$ cat src/rtl/mcpu_ctrl_fsm_pkg.sv
// -----------------------------------------------------------------------------
// mcpu_ctrl_fsm_pkg
//   Shared definitions for the multi-cycle MIPS control FSM:
//   - state codes (also exported to the DBU as a raw number)
//   - opcode constants for the supported instructions
//   - ALU operation, ALU-B select and PC-source select codes
//   - the packed control vector produced by the state decoder
//   - a helper that tells whether an opcode is in the supported set
// -----------------------------------------------------------------------------
package mcpu_ctrl_fsm_pkg;

  // State encoding. The numeric values are visible to the DBU display, so
  // they are fixed explicitly rather than left to the tool.
  typedef enum logic [3:0] {
    S_IDLE    = 4'd0,
    S_FETCH   = 4'd1,
    S_DECODE  = 4'd2,
    S_MEM_ADR = 4'd3,
    S_MEM_RD  = 4'd4,
    S_MEM_WB  = 4'd5,
    S_MEM_WR  = 4'd6,
    S_R_EX    = 4'd7,
    S_R_WB    = 4'd8,
    S_I_EX    = 4'd9,
    S_I_WB    = 4'd10,
    S_BEQ     = 4'd11,
    S_JUMP    = 4'd12
  } state_e;

  // Opcodes (IR[31:26]) of the supported instructions.
  localparam logic [5:0] OP_RTYPE = 6'b000000;
  localparam logic [5:0] OP_J     = 6'b000010;
  localparam logic [5:0] OP_BEQ   = 6'b000100;
  localparam logic [5:0] OP_ADDI  = 6'b001000;
  localparam logic [5:0] OP_LW    = 6'b100011;
  localparam logic [5:0] OP_SW    = 6'b101011;

  // ALU operation requested from the ALU control block.
  localparam logic [1:0] ALU_OP_ADD   = 2'd0;
  localparam logic [1:0] ALU_OP_SUB   = 2'd1;
  localparam logic [1:0] ALU_OP_FUNCT = 2'd2;

  // ALU B-input mux selects.
  localparam logic [1:0] ALUB_B       = 2'd0;
  localparam logic [1:0] ALUB_FOUR    = 2'd1;
  localparam logic [1:0] ALUB_IMM     = 2'd2;
  localparam logic [1:0] ALUB_IMM_SH2 = 2'd3;

  // PC source mux selects.
  localparam logic [1:0] PCSRC_ALU    = 2'd0;
  localparam logic [1:0] PCSRC_ALUOUT = 2'd1;
  localparam logic [1:0] PCSRC_JUMP   = 2'd2;

  // Every datapath control driven by the FSM, in one packed bundle so the
  // decoder has a single output and a default of '0 clears everything.
  typedef struct packed {
    logic       pc_we;
    logic       pc_wec;
    logic [1:0] pc_src;
    logic       i_or_d;
    logic       mem_we;
    logic       ir_we;
    logic       reg_dst;
    logic       mem_to_reg;
    logic       rf_we;
    logic       alu_src_a;
    logic [1:0] alu_src_b;
    logic [1:0] alu_op;
    logic       instr_done;
  } ctrl_t;

  // True for opcodes the FSM knows how to sequence.
  function automatic logic op_supported(input logic [5:0] op);
    return (op == OP_RTYPE) || (op == OP_J)  || (op == OP_BEQ) ||
           (op == OP_ADDI)  || (op == OP_LW) || (op == OP_SW);
  endfunction

endpackage

$ cat src/rtl/mcpu_ctrl_decode.sv
// -----------------------------------------------------------------------------
// mcpu_ctrl_decode
//   Purely combinational state -> control-vector decoder for the multi-cycle
//   MIPS control FSM. Every control not explicitly set in a state is 0.
// Ports
//   st       in   state_e  current FSM state
//   opcode   in   6        IR[31:26]; only consulted in DECODE for illegal
//   ctrl     out  ctrl_t   datapath mux selects and write enables
//   illegal  out  1        unsupported opcode seen in DECODE
// -----------------------------------------------------------------------------
module mcpu_ctrl_decode
  import mcpu_ctrl_fsm_pkg::*;
(
  input  state_e     st,
  input  logic [5:0] opcode,
  output ctrl_t      ctrl,
  output logic       illegal
);

  always_comb begin
    ctrl    = '0;
    illegal = 1'b0;
    case (st)
      S_FETCH: begin
        // Read instruction at PC into IR and compute PC+4 into PC.
        ctrl.i_or_d    = 1'b0;
        ctrl.ir_we     = 1'b1;
        ctrl.alu_src_a = 1'b0;
        ctrl.alu_src_b = ALUB_FOUR;
        ctrl.alu_op    = ALU_OP_ADD;
        ctrl.pc_src    = PCSRC_ALU;
        ctrl.pc_we     = 1'b1;
      end
      S_DECODE: begin
        // Speculatively compute the branch target into ALUOut.
        ctrl.alu_src_a = 1'b0;
        ctrl.alu_src_b = ALUB_IMM_SH2;
        ctrl.alu_op    = ALU_OP_ADD;
        // An unsupported opcode retires here as a NOP.
        if (!op_supported(opcode)) begin
          illegal         = 1'b1;
          ctrl.instr_done = 1'b1;
        end
      end
      S_MEM_ADR: begin
        ctrl.alu_src_a = 1'b1;
        ctrl.alu_src_b = ALUB_IMM;
        ctrl.alu_op    = ALU_OP_ADD;
      end
      S_MEM_RD: begin
        ctrl.i_or_d = 1'b1;
      end
      S_MEM_WB: begin
        ctrl.reg_dst    = 1'b0;
        ctrl.mem_to_reg = 1'b1;
        ctrl.rf_we      = 1'b1;
        ctrl.instr_done = 1'b1;
      end
      S_MEM_WR: begin
        ctrl.i_or_d     = 1'b1;
        ctrl.mem_we     = 1'b1;
        ctrl.instr_done = 1'b1;
      end
      S_R_EX: begin
        ctrl.alu_src_a = 1'b1;
        ctrl.alu_src_b = ALUB_B;
        ctrl.alu_op    = ALU_OP_FUNCT;
      end
      S_R_WB: begin
        ctrl.reg_dst    = 1'b1;
        ctrl.mem_to_reg = 1'b0;
        ctrl.rf_we      = 1'b1;
        ctrl.instr_done = 1'b1;
      end
      S_I_EX: begin
        ctrl.alu_src_a = 1'b1;
        ctrl.alu_src_b = ALUB_IMM;
        ctrl.alu_op    = ALU_OP_ADD;
      end
      S_I_WB: begin
        ctrl.reg_dst    = 1'b0;
        ctrl.mem_to_reg = 1'b0;
        ctrl.rf_we      = 1'b1;
        ctrl.instr_done = 1'b1;
      end
      S_BEQ: begin
        // A - B via subtract; PC takes ALUOut (target) only if zero.
        ctrl.alu_src_a  = 1'b1;
        ctrl.alu_src_b  = ALUB_B;
        ctrl.alu_op     = ALU_OP_SUB;
        ctrl.pc_src     = PCSRC_ALUOUT;
        ctrl.pc_wec     = 1'b1;
        ctrl.instr_done = 1'b1;
      end
      S_JUMP: begin
        ctrl.pc_src     = PCSRC_JUMP;
        ctrl.pc_we      = 1'b1;
        ctrl.instr_done = 1'b1;
      end
      default: begin
        // IDLE and unused codes drive nothing.
        ctrl    = '0;
        illegal = 1'b0;
      end
    endcase
  end

endmodule

$ cat src/rtl/mcpu_ctrl_fsm.sv
// -----------------------------------------------------------------------------
// mcpu_ctrl_fsm
//   Main control FSM of the multi-cycle MIPS CPU. Sequences the shared
//   datapath over 3-5 cycles per instruction. Moore machine: the state is the
//   only register; every output is a decode of the state (illegal also looks
//   at the opcode in DECODE).
//
//   run handshake: run is a level enable from the DBU, not a valid/ready pair.
//   It is only sampled at an instruction boundary (IDLE, or the cycle where
//   instr_done is high). Dropping run mid-instruction lets the instruction
//   finish, so the datapath never sees a partial set of writes.
//
// Ports
//   clk, rst_n            clock, synchronous active-low reset
//   run                   DBU execute enable
//   opcode [OPW]          IR[31:26]
//   zero                  ALU zero flag; the conditional PC write is gated
//                         by it in the datapath, not here
//   pc_we .. alu_op       datapath controls (see mcpu_ctrl_fsm_pkg::ctrl_t)
//   instr_done            pulse on the last cycle of each instruction
//   illegal               pulse in DECODE for an unsupported opcode
//   state [STW]           current state code, for DBU display
// -----------------------------------------------------------------------------
module mcpu_ctrl_fsm
  import mcpu_ctrl_fsm_pkg::*;
#(
  parameter int OPW = 6,
  parameter int STW = 4
) (
  input  logic           clk,
  input  logic           rst_n,
  input  logic           run,
  input  logic [OPW-1:0] opcode,
  input  logic           zero,
  output logic           pc_we,
  output logic           pc_wec,
  output logic [1:0]     pc_src,
  output logic           i_or_d,
  output logic           mem_we,
  output logic           ir_we,
  output logic           reg_dst,
  output logic           mem_to_reg,
  output logic           rf_we,
  output logic           alu_src_a,
  output logic [1:0]     alu_src_b,
  output logic [1:0]     alu_op,
  output logic           instr_done,
  output logic           illegal,
  output logic [STW-1:0] state
);

  state_e     cur_state;
  state_e     nxt_state;
  state_e     boundary;
  logic [5:0] op;
  ctrl_t      ctrl;

  assign op = 6'(opcode);

  // zero is consumed by the datapath PC-write gate (pc_wec & zero); the
  // sequencing itself does not depend on it.
  logic unused_zero;
  assign unused_zero = zero;

  // Where to go after the last cycle of any instruction.
  assign boundary = run ? S_FETCH : S_IDLE;

  always_comb begin
    nxt_state = S_IDLE;
    case (cur_state)
      S_IDLE:   nxt_state = run ? S_FETCH : S_IDLE;
      S_FETCH:  nxt_state = S_DECODE;
      S_DECODE: begin
        if (op == OP_LW || op == OP_SW) nxt_state = S_MEM_ADR;
        else if (op == OP_RTYPE)        nxt_state = S_R_EX;
        else if (op == OP_ADDI)         nxt_state = S_I_EX;
        else if (op == OP_BEQ)          nxt_state = S_BEQ;
        else if (op == OP_J)            nxt_state = S_JUMP;
        else                            nxt_state = boundary;
      end
      // IR is stable from DECODE on, so only lw/sw reach here; anything
      // other than sw is treated as a load.
      S_MEM_ADR: nxt_state = (op == OP_SW) ? S_MEM_WR : S_MEM_RD;
      S_MEM_RD:  nxt_state = S_MEM_WB;
      S_MEM_WB:  nxt_state = boundary;
      S_MEM_WR:  nxt_state = boundary;
      S_R_EX:    nxt_state = S_R_WB;
      S_R_WB:    nxt_state = boundary;
      S_I_EX:    nxt_state = S_I_WB;
      S_I_WB:    nxt_state = boundary;
      S_BEQ:     nxt_state = boundary;
      S_JUMP:    nxt_state = boundary;
      // Unused codes 13-15 recover to IDLE.
      default:   nxt_state = S_IDLE;
    endcase
  end

  always_ff @(posedge clk) begin
    if (!rst_n) cur_state <= S_IDLE;
    else        cur_state <= nxt_state;
  end

  mcpu_ctrl_decode u_decode (
    .st      (cur_state),
    .opcode  (op),
    .ctrl    (ctrl),
    .illegal (illegal)
  );

  assign pc_we      = ctrl.pc_we;
  assign pc_wec     = ctrl.pc_wec;
  assign pc_src     = ctrl.pc_src;
  assign i_or_d     = ctrl.i_or_d;
  assign mem_we     = ctrl.mem_we;
  assign ir_we      = ctrl.ir_we;
  assign reg_dst    = ctrl.reg_dst;
  assign mem_to_reg = ctrl.mem_to_reg;
  assign rf_we      = ctrl.rf_we;
  assign alu_src_a  = ctrl.alu_src_a;
  assign alu_src_b  = ctrl.alu_src_b;
  assign alu_op     = ctrl.alu_op;
  assign instr_done = ctrl.instr_done;
  assign state      = STW'(cur_state);

endmodule

$ cat config.mk
export PLATFORM = sky130hd
export DESIGN_NAME = mcpu_ctrl_fsm
export DESIGN_NICKNAME = d
export VERILOG_FILES = /design/src/rtl/mcpu_ctrl_fsm_pkg.sv /design/src/rtl/mcpu_ctrl_decode.sv /design/src/rtl/mcpu_ctrl_fsm.sv
export SDC_FILE = /design/constraint.sdc
export NUM_CORES = 1
export LEC_CHECK = 0
export ABC_AREA = 1
export CORE_UTILIZATION = 30
export CTS_CLUSTER_SIZE = 16
export DETAILED_ROUTE_END_ITERATION = 6
export HOLD_SLACK_MARGIN = 0.15
export PLACE_DENSITY_LB_ADDON = 0.08
export SLEW_MARGIN = 20
export SYNTH_ARGS = -nofsm -noshare
export SYNTH_HDL_FRONTEND = slang
export SYNTH_SLANG_ARGS = --single-unit
$ cat constraint.sdc
create_clock -name clk -period 2.05 [get_ports clk]
set_input_delay 0.205 -clock clk [delete_from_list [all_inputs] [get_ports clk]]
set_output_delay 0.205 -clock clk [all_outputs]
set_load 0.02 [all_outputs]
==> impl_metrics.yaml, run 1 <==
# generated from flow reports
floorplanning:
  rows: 14
  die_w_um: 42.3
  top_level_ports: 31
clocking:
  numCtsBuffers: 3
  cts_tree: "yes"
  postCtsResizedCells: 1
  clk_pin_slew_worst_paths_ns: 0.04
worst_setup_path:
  crit_cells: 7
  cp-startpoint: "opcode[0]"
  r2r-end: "state[0]"
  start_kind: "input port"
  endpoint_kind: "primary output"
  cp_num_buf_inv: 2
  r2r-start: "state[2]"
  reg2reg_depth: 8
  crit_chain: "clkdlybuf4s50_1 -> nand2_1 -> nor3_1 -> nand2_1 -> nand3_1 -> nor2_1 -> clkdlybuf4s50_1"
  crit_required_ns: 1.85
finish:
  mi_logic_area_um2: 337
  layout-drive-gt1-share_pct: 17.1
  nFillCells: 171
  ff_count: 4
  regArea_um2: 82.6
  areaGrowthSynthToFinish_pct: 71.7
  combAreaFraction_pct: 40.3
  n_antenna_cell: 0
  nMultiInputCombCells: 72
  final_cell_mix: "clkdlybuf4s50_1 (27), nand2_1 (21), nor2_1 (20), inv_1 (17)"
  n_clock_buffer: 3
  seq_share_pct: 9.88
power:
  powerComb_w: 0.000108
  vdd_ir_drop_max_mv: 0.267
  internal_power_w: 0.000198
  switching_share_pct: 32.5
  powerSeq_w: 0.0000890
  power.leakage_nw: 0.431
  totalPowerFinal_w: 0.000294
  power_frac_seq_pct: 30.3
  switchingPower_w: 0.0000956
  power.clock.fraction_pct: 32.9
worst_hold_path:
  min_from: "run"
  holdPathStages: 3
  min_to: "state[0]"
  timing.hold.worst.class: "input port to flip-flop"
sta:
  relSlewSlack_pct: 81.9
  rsz0062_at_grt: "true"
  post-route-period-util_pct: 96.9
  worst_pin_slew_ns: 0.270
  tns_ns: 0
  whs_ns: 0.545
  setup_viol: 0
  max_freq_mhz: 503
synthesis:
  async_flop_share_pct: 0
  synth.most_common_cell: "nand2_1"
  area_leaders: "dfxtp_1 (16%), nand2_1 (16%), nor2_1 (15%)"
  fp_nets: 106
  synth_adder_area_share_pct: 0
  syn_area_per_cell_um2: 5.07
  netlist.area_leader.share_pct: 16.5
  synth-edff-count: 0
  netlist_instances: 96
  top_cells_by_count: "nand2_1 (21), nor2_1 (20), inv_1 (17), nor2_2 (6)"
  ys_sh_mux_pct: 0
  ys_sh_xor_pct: 0
  yosys.area.top_type: "dfxtp_1"
  ys_cells: 96
  dominantRegCellSynth: "dfxtp_1"
detailed_routing:
  drcViolationCount: 1
  met1Wirelength_um: 654
  drtAntennaViolNets: 0
  drt-vias-per-instance: 4.64
  routed-wl-met2_um: 591
  highest_layer: "met4"
  routed-wl-met3_um: 70
global_routing:
  use_met1_pct: 23.2
  busiest_layer: "met2"
  grt_max_degree: 9
  grt_pass1_wl_um: 2390
  use_met2_pct: 26.5
placement:
  placed_area_um2: 805
  dp_cells: 142
  dp_hpwl_um: 1110
job:
  cap_violations: 0
status:
  status: "finished with violations"
  violations: "design-rule violations"
**Run 1: clock network drawn from the DEF**

The bar under the picture is 10 µm long.
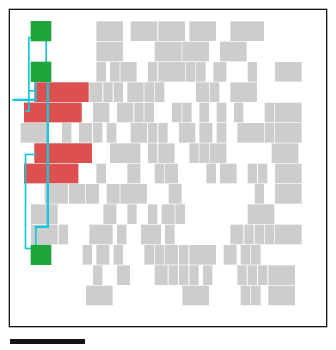
[red] flip-flops | count: 4
[cyan] clock wires | length: 68.8 µm
[green] cells driving clock nets | count: 3
flops lie	west
routed clock nets	4
power in the clock group: 0.0000965 W
worst-case clock skew: 0.000795 ns
Insertion Delay late pin: 0.23 ns

**Run 1: wiring by layer**

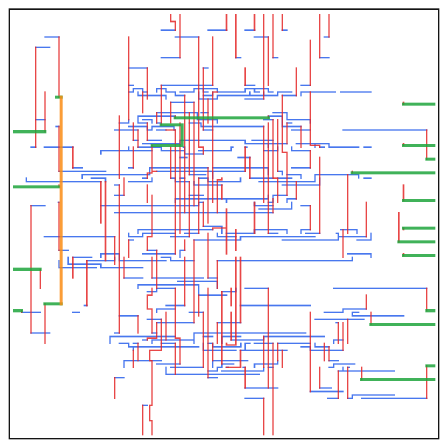
color	layer	wire length
orange	met4	20.4 µm
red	met2	591 µm
blue	met1	654 µm
green	met3	70.6 µm
routed via count: 673
DR WL/cell: 9.21 µm
total track usage: 16.6%

**Run 1: routed metal per tile**

The die is cut into 8 by 8 equal tiles; dark purple is low, yellow is high, scaled to the fullest tile. Values are wire area over tile area, all layers added.
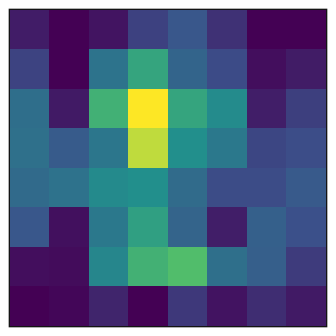
mean over tiles	0.12
tiles over half the peak	13%
fullest tile	0.44
densest ninth of the die	center
Detailed Route WL: 1340 µm

==> inputs of run 2 (changes only) <==
Settings changed: PLACE_DENSITY from default to 0.72, PLACE_DENSITY_LB_ADDON 0.08 to default.
Clock period 2.05 ns to 2.3 ns, I/O delays scaled along.
**Run 2: placement view**

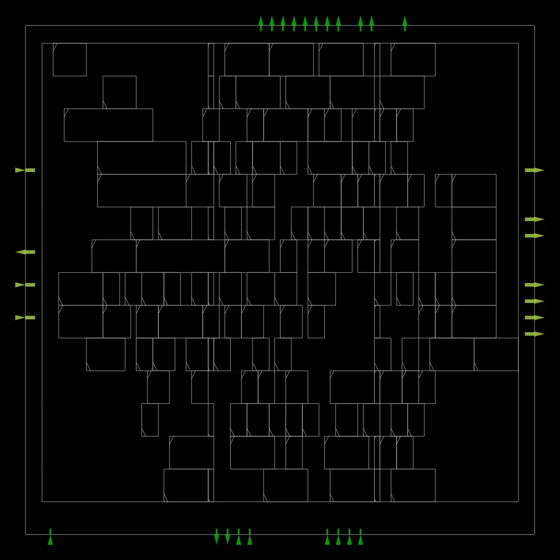
flop share of the area: 9.77%
Final Non-Filler Cells: 144

**Run 2: clock network drawn from the DEF**

The bar under the picture is 10 µm long.
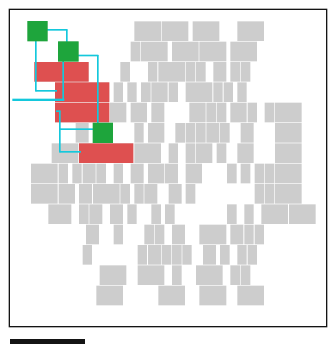
[red] flip-flops | count: 4
[cyan] clock wires | length: 57.4 µm
[green] cells driving clock nets | count: 3
routed clock nets	4
worst-case clock skew: 0.00413 ns
Clock power frac: 32.3%
power in the clock group: 0.0000831 W

**Run 2: routed metal per tile**

The die is cut into 8 by 8 equal tiles; dark purple is low, yellow is high, scaled to the fullest tile. Values are wire area over tile area, all layers added.
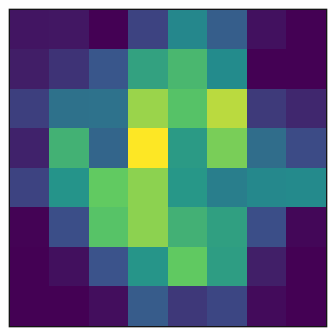
fullest tile	0.34
nearly empty tiles	17%
tiles over half the peak	31%
Detailed Route WL: 1300 µm
total track usage: 15.4%

==> impl_metrics.yaml, run 2 <==
# generated from flow reports
finish:
  final_nets: 140
  largestClassByArea: "logic gates"
  mi_logic_area_um2: 332
  layout-drive-gt1-share_pct: 14.8
  n_antenna_cell: 0
  fin_area_um2: 820
  regArea_um2: 80.1
  combAreaFraction_pct: 40.5
  mostFrequentLayoutCell: "clkdlybuf4s50_1"
  inverters: 20
  n_all_buffers: 29
  buf_share_pct: 35.4
  ff_count: 4
  nMultiInputCombCells: 72
  nFillCells: 166
  areaGrowthSynthToFinish_pct: 68.4
  largest_reg_flops: 4
  n_clock_buffer: 3
  final_cell_mix: "clkdlybuf4s50_1 (29), nand2_1 (21), nor2_1 (20), inv_1 (17), nor2_2 (6)"
synthesis:
  top_cells_by_count: "nand2_1 (21), nor2_1 (20), inv_1 (17), nor2_2 (6)"
  compound_area_share_pct: 14.1
  synth_adder_area_share_pct: 0
  netlist_instances: 96
  synth_flops: 4
  ys_warn_count: 0
  netlist.area_leader.share_pct: 16.5
  fp_nets: 106
  yosysChipArea_um2: 487
  ys_cells: 96
  dominantRegCellSynth: "dfxtp_1"
  syn_area_per_cell_um2: 5.07
  synth-edff-count: 0
  area_leaders: "dfxtp_1 (16%), nand2_1 (16%), nor2_1 (15%)"
  ys_sh_mux_pct: 0
  synth.most_common_cell: "nand2_1"
  synth-seq-area-share_pct: 16.5
  synthSimpleGateAreaFrac_pct: 54.0
  synthesis.area_um2: 487
  ys_sh_xor_pct: 0
  synthDistinctLibCells: 14
  yosys.area.top_type: "dfxtp_1"
  async_flop_share_pct: 0
worst_setup_path:
  ff2ff_setup_slack_ns: 1.01
  crit_path_end: "instr_done"
  max_stage_delay_ns: 0.54
  path_max_fanout: 4
  critical-path-slowest-cell: "clkdlybuf4s50_1"
  cp-startpoint: "opcode[5]"
  critPathTopFamily: "buffers and inverters"
  reg2reg_depth: 7
  crit_chain: "clkdlybuf4s50_1 -> inv_1 -> nor3_1 -> nand2_1 -> nand3_1 -> o21ai_1 -> clkdlybuf4s50_1"
  path_class: "input port to primary output"
  critPathArrivalTime_ns: 1.92
  crit_cells: 7
  start_kind: "input port"
  crit_required_ns: 2.07
  worst_path_most_repeated_cell: "clkdlybuf4s50_1"
  endpoint_kind: "primary output"
  cp_num_buf_inv: 3
  r2r-start: "state[0]"
  r2r-end: "state[0]"
worst_hold_path:
  min_to: "state[0]"
  min_from: "run"
  timing.hold.worst.class: "input port to flip-flop"
  holdPathStages: 3
global_routing:
  grt_max_degree: 9
  grt_pass1_vias: 579
  grt_pass1_wl_um: 2170
  use_met2_pct: 24.6
  use_met1_pct: 20.0
  antenna_found_initial: 0
  busiest_layer: "met2"
  grt_use_met3_pct: 3.02
sta:
  whs_ns: 0.588
  max_freq_mhz: 464
  tns_ns: 0
  period_minus_slack_ns: 2.15
  rsz0062_at_grt: "false"
  drv_slew: 0
  relSlewSlack_pct: 80.5
  post-route-period-util_pct: 93.7
  setup_viol: 0
  finalHoldViolCount: 0
  finalWorstSetupSlack_ns: 0.146
  worst_pin_slew_ns: 0.293
status:
  status: "completed"
clocking:
  numClockSinks: 4
  numCtsBuffers: 3
  cts_root_buf: "clkbuf_4"
  cts_tree: "yes"
  h-tree-depth: 1
  post_cts_buffers: 0
  clk_pin_slew_worst_paths_ns: 0.03
  clock_latency_ns: 0.23
  ctsHoldBuffers: 0
  clockBufferDepth: 2
  postCtsResizedCells: 0
floorplanning:
  core_area_mm2: 0.00151
  initial_core_util_pct: 32.3
  top_level_ports: 31
  tapCellCount: 16
  die_w_um: 42.3
  die_area_mm2: 0.00179
  die_h_um: 42.3
  rows: 14
job:
  tool_warnings: 27
  cap_violations: 0
detailed_routing:
  drt-vias-per-instance: 4.69
  routed-wl-met2_um: 640
  drt-initial-drc-count: 11
  drcViolationCount: 0
  via_count: 676
  highest_layer: "met3"
  met1Wirelength_um: 614
  drtAntennaViolNets: 0
  first_pass_iters: 4
  wl_per_cell_um: 9.05
  routed-wl-met3_um: 48
power:
  switchingPower_w: 0.0000817
  totalPowerFinal_w: 0.000257
  switching_share_pct: 31.7
  power_frac_seq_pct: 30.4
  power.leakage_nw: 0.402
  comb_power_share_pct: 37.3
  powerComb_w: 0.0000960
  power_leader: "combinational logic"
  power.density_mw_per_mm2: 314
  internal_power_w: 0.000176
  powerSeq_w: 0.0000783
  vdd_ir_drop_max_mv: 0.267
placement:
  dp_slack_ns: 0.147
  place_congestion: 0.789
  dp_cells: 141
  numPortBuffers: 29
  placed_area_um2: 797
  dp_hpwl_um: 1160
==> inputs of run 3 (changes only) <==
Settings changed: HOLD_SLACK_MARGIN 0.15 to 0.12, TNS_END_PERCENT from default to 5.
**Run 3: wiring by layer**

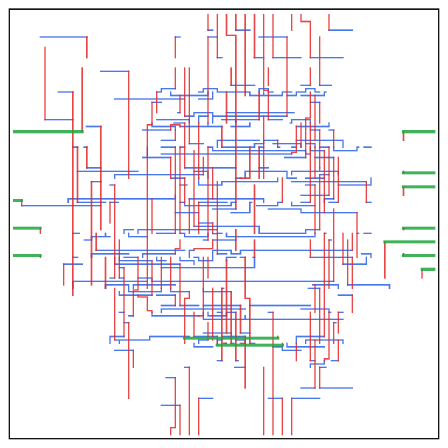
color	layer	wire length
red	met2	640 µm
green	met3	49.0 µm
blue	met1	614 µm
routed via count: 676
DR WL/cell: 9.05 µm

**Run 3: clock network drawn from the DEF**

The bar under the picture is 10 µm long.
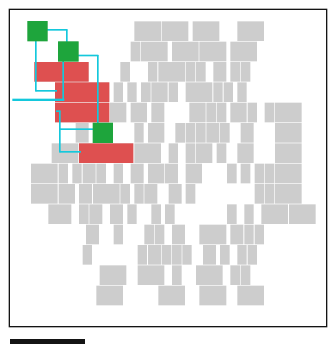

**Run 3: met3 routing**

The bar under the picture is 10 µm long.
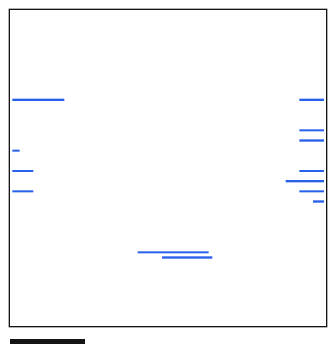
nets with wire on the layer	13
share of all routed wire	3.8%
longest straight run	9.20 µm
met3 Usage GRT: 3.02%

==> impl_metrics.yaml, run 3 <==
# generated from flow reports
synthesis:
  area_leaders: "dfxtp_1 (16%), nand2_1 (16%), nor2_1 (15%)"
  top_cells_by_count: "nand2_1 (21), nor2_1 (20), inv_1 (17), nor2_2 (6)"
  yosysChipArea_um2: 487
  compound_area_share_pct: 14.1
  netlist.area_leader.share_pct: 16.5
  async_flop_share_pct: 0
  synthesis.area_um2: 487
  synth_flops: 4
  synthDistinctLibCells: 14
  ys_sh_xor_pct: 0
  ys_sh_mux_pct: 0
  synth.most_common_cell: "nand2_1"
  synth-edff-count: 0
  syn_area_per_cell_um2: 5.07
  synth-seq-area-share_pct: 16.5
worst_setup_path:
  path_max_fanout: 4
  critPathArrivalTime_ns: 1.92
  reg2reg_depth: 7
  critical-path-slowest-cell: "clkdlybuf4s50_1"
  worst_path_most_repeated_cell: "clkdlybuf4s50_1"
  endpoint_kind: "primary output"
  cp-startpoint: "opcode[5]"
  crit_cells: 7
  r2r-end: "state[0]"
  r2r-start: "state[0]"
  max_stage_delay_ns: 0.54
  path_class: "input port to primary output"
  cp_num_buf_inv: 3
  crit_path_end: "instr_done"
sta:
  rsz0062_at_grt: "false"
  tns_ns: 0
  finalWorstSetupSlack_ns: 0.146
  finalHoldViolCount: 0
  setup_viol: 0
  clock_skew_ns: 0.00413
  max_freq_mhz: 464
power:
  powerSeq_w: 0.0000783
  switchingPower_w: 0.0000817
  vdd_ir_drop_max_mv: 0.267
  power_frac_seq_pct: 30.4
  totalPowerFinal_w: 0.000257
  comb_power_share_pct: 37.3
  power.density_mw_per_mm2: 314
  power_leader: "combinational logic"
  power_clock_w: 0.0000831
  power.clock.fraction_pct: 32.3
  power.leakage_nw: 0.402
detailed_routing:
  met1Wirelength_um: 614
  wl_um: 1300
  first_pass_iters: 4
  drt-vias-per-instance: 4.69
  highest_layer: "met3"
  routed-wl-met2_um: 640
placement:
  place_congestion: 0.789
  dp_hpwl_um: 1160
  dp_slack_ns: 0.147
clocking:
  cts_tree: "yes"
  cts_root_buf: "clkbuf_4"
  postCtsResizedCells: 0
  clk_pin_slew_worst_paths_ns: 0.03
  post_cts_buffers: 0
  h-tree-depth: 1
  clockBufferDepth: 2
  numClockSinks: 4
worst_hold_path:
  holdPathStages: 3
  min_from: "run"
  min_to: "state[0]"
  timing.hold.worst.class: "input port to flip-flop"
job:
  cap_violations: 0
finish:
  largestClassByArea: "logic gates"
  largest_reg_flops: 4
  n_antenna_cell: 0
  n_all_buffers: 29
  layout-drive-gt1-share_pct: 14.8
  mi_logic_area_um2: 332
  mostFrequentLayoutCell: "clkdlybuf4s50_1"
  ff_count: 4
  final_cell_mix: "clkdlybuf4s50_1 (29), nand2_1 (21), nor2_1 (20), inv_1 (17), nor2_2 (6)"
  seq_share_pct: 9.77
global_routing:
  busiest_layer: "met2"
  grt_max_degree: 9
  grt_pass1_wl_um: 2170
  use_met2_pct: 24.6
floorplanning:
  top_level_ports: 31
  die_h_um: 42.3
  die_area_mm2: 0.00179
  core_area_mm2: 0.00151
  tapCellCount: 16
  rows: 14
status:
  status: "completed"
No activity file was given, so power comes from the tool's default toggle rates.
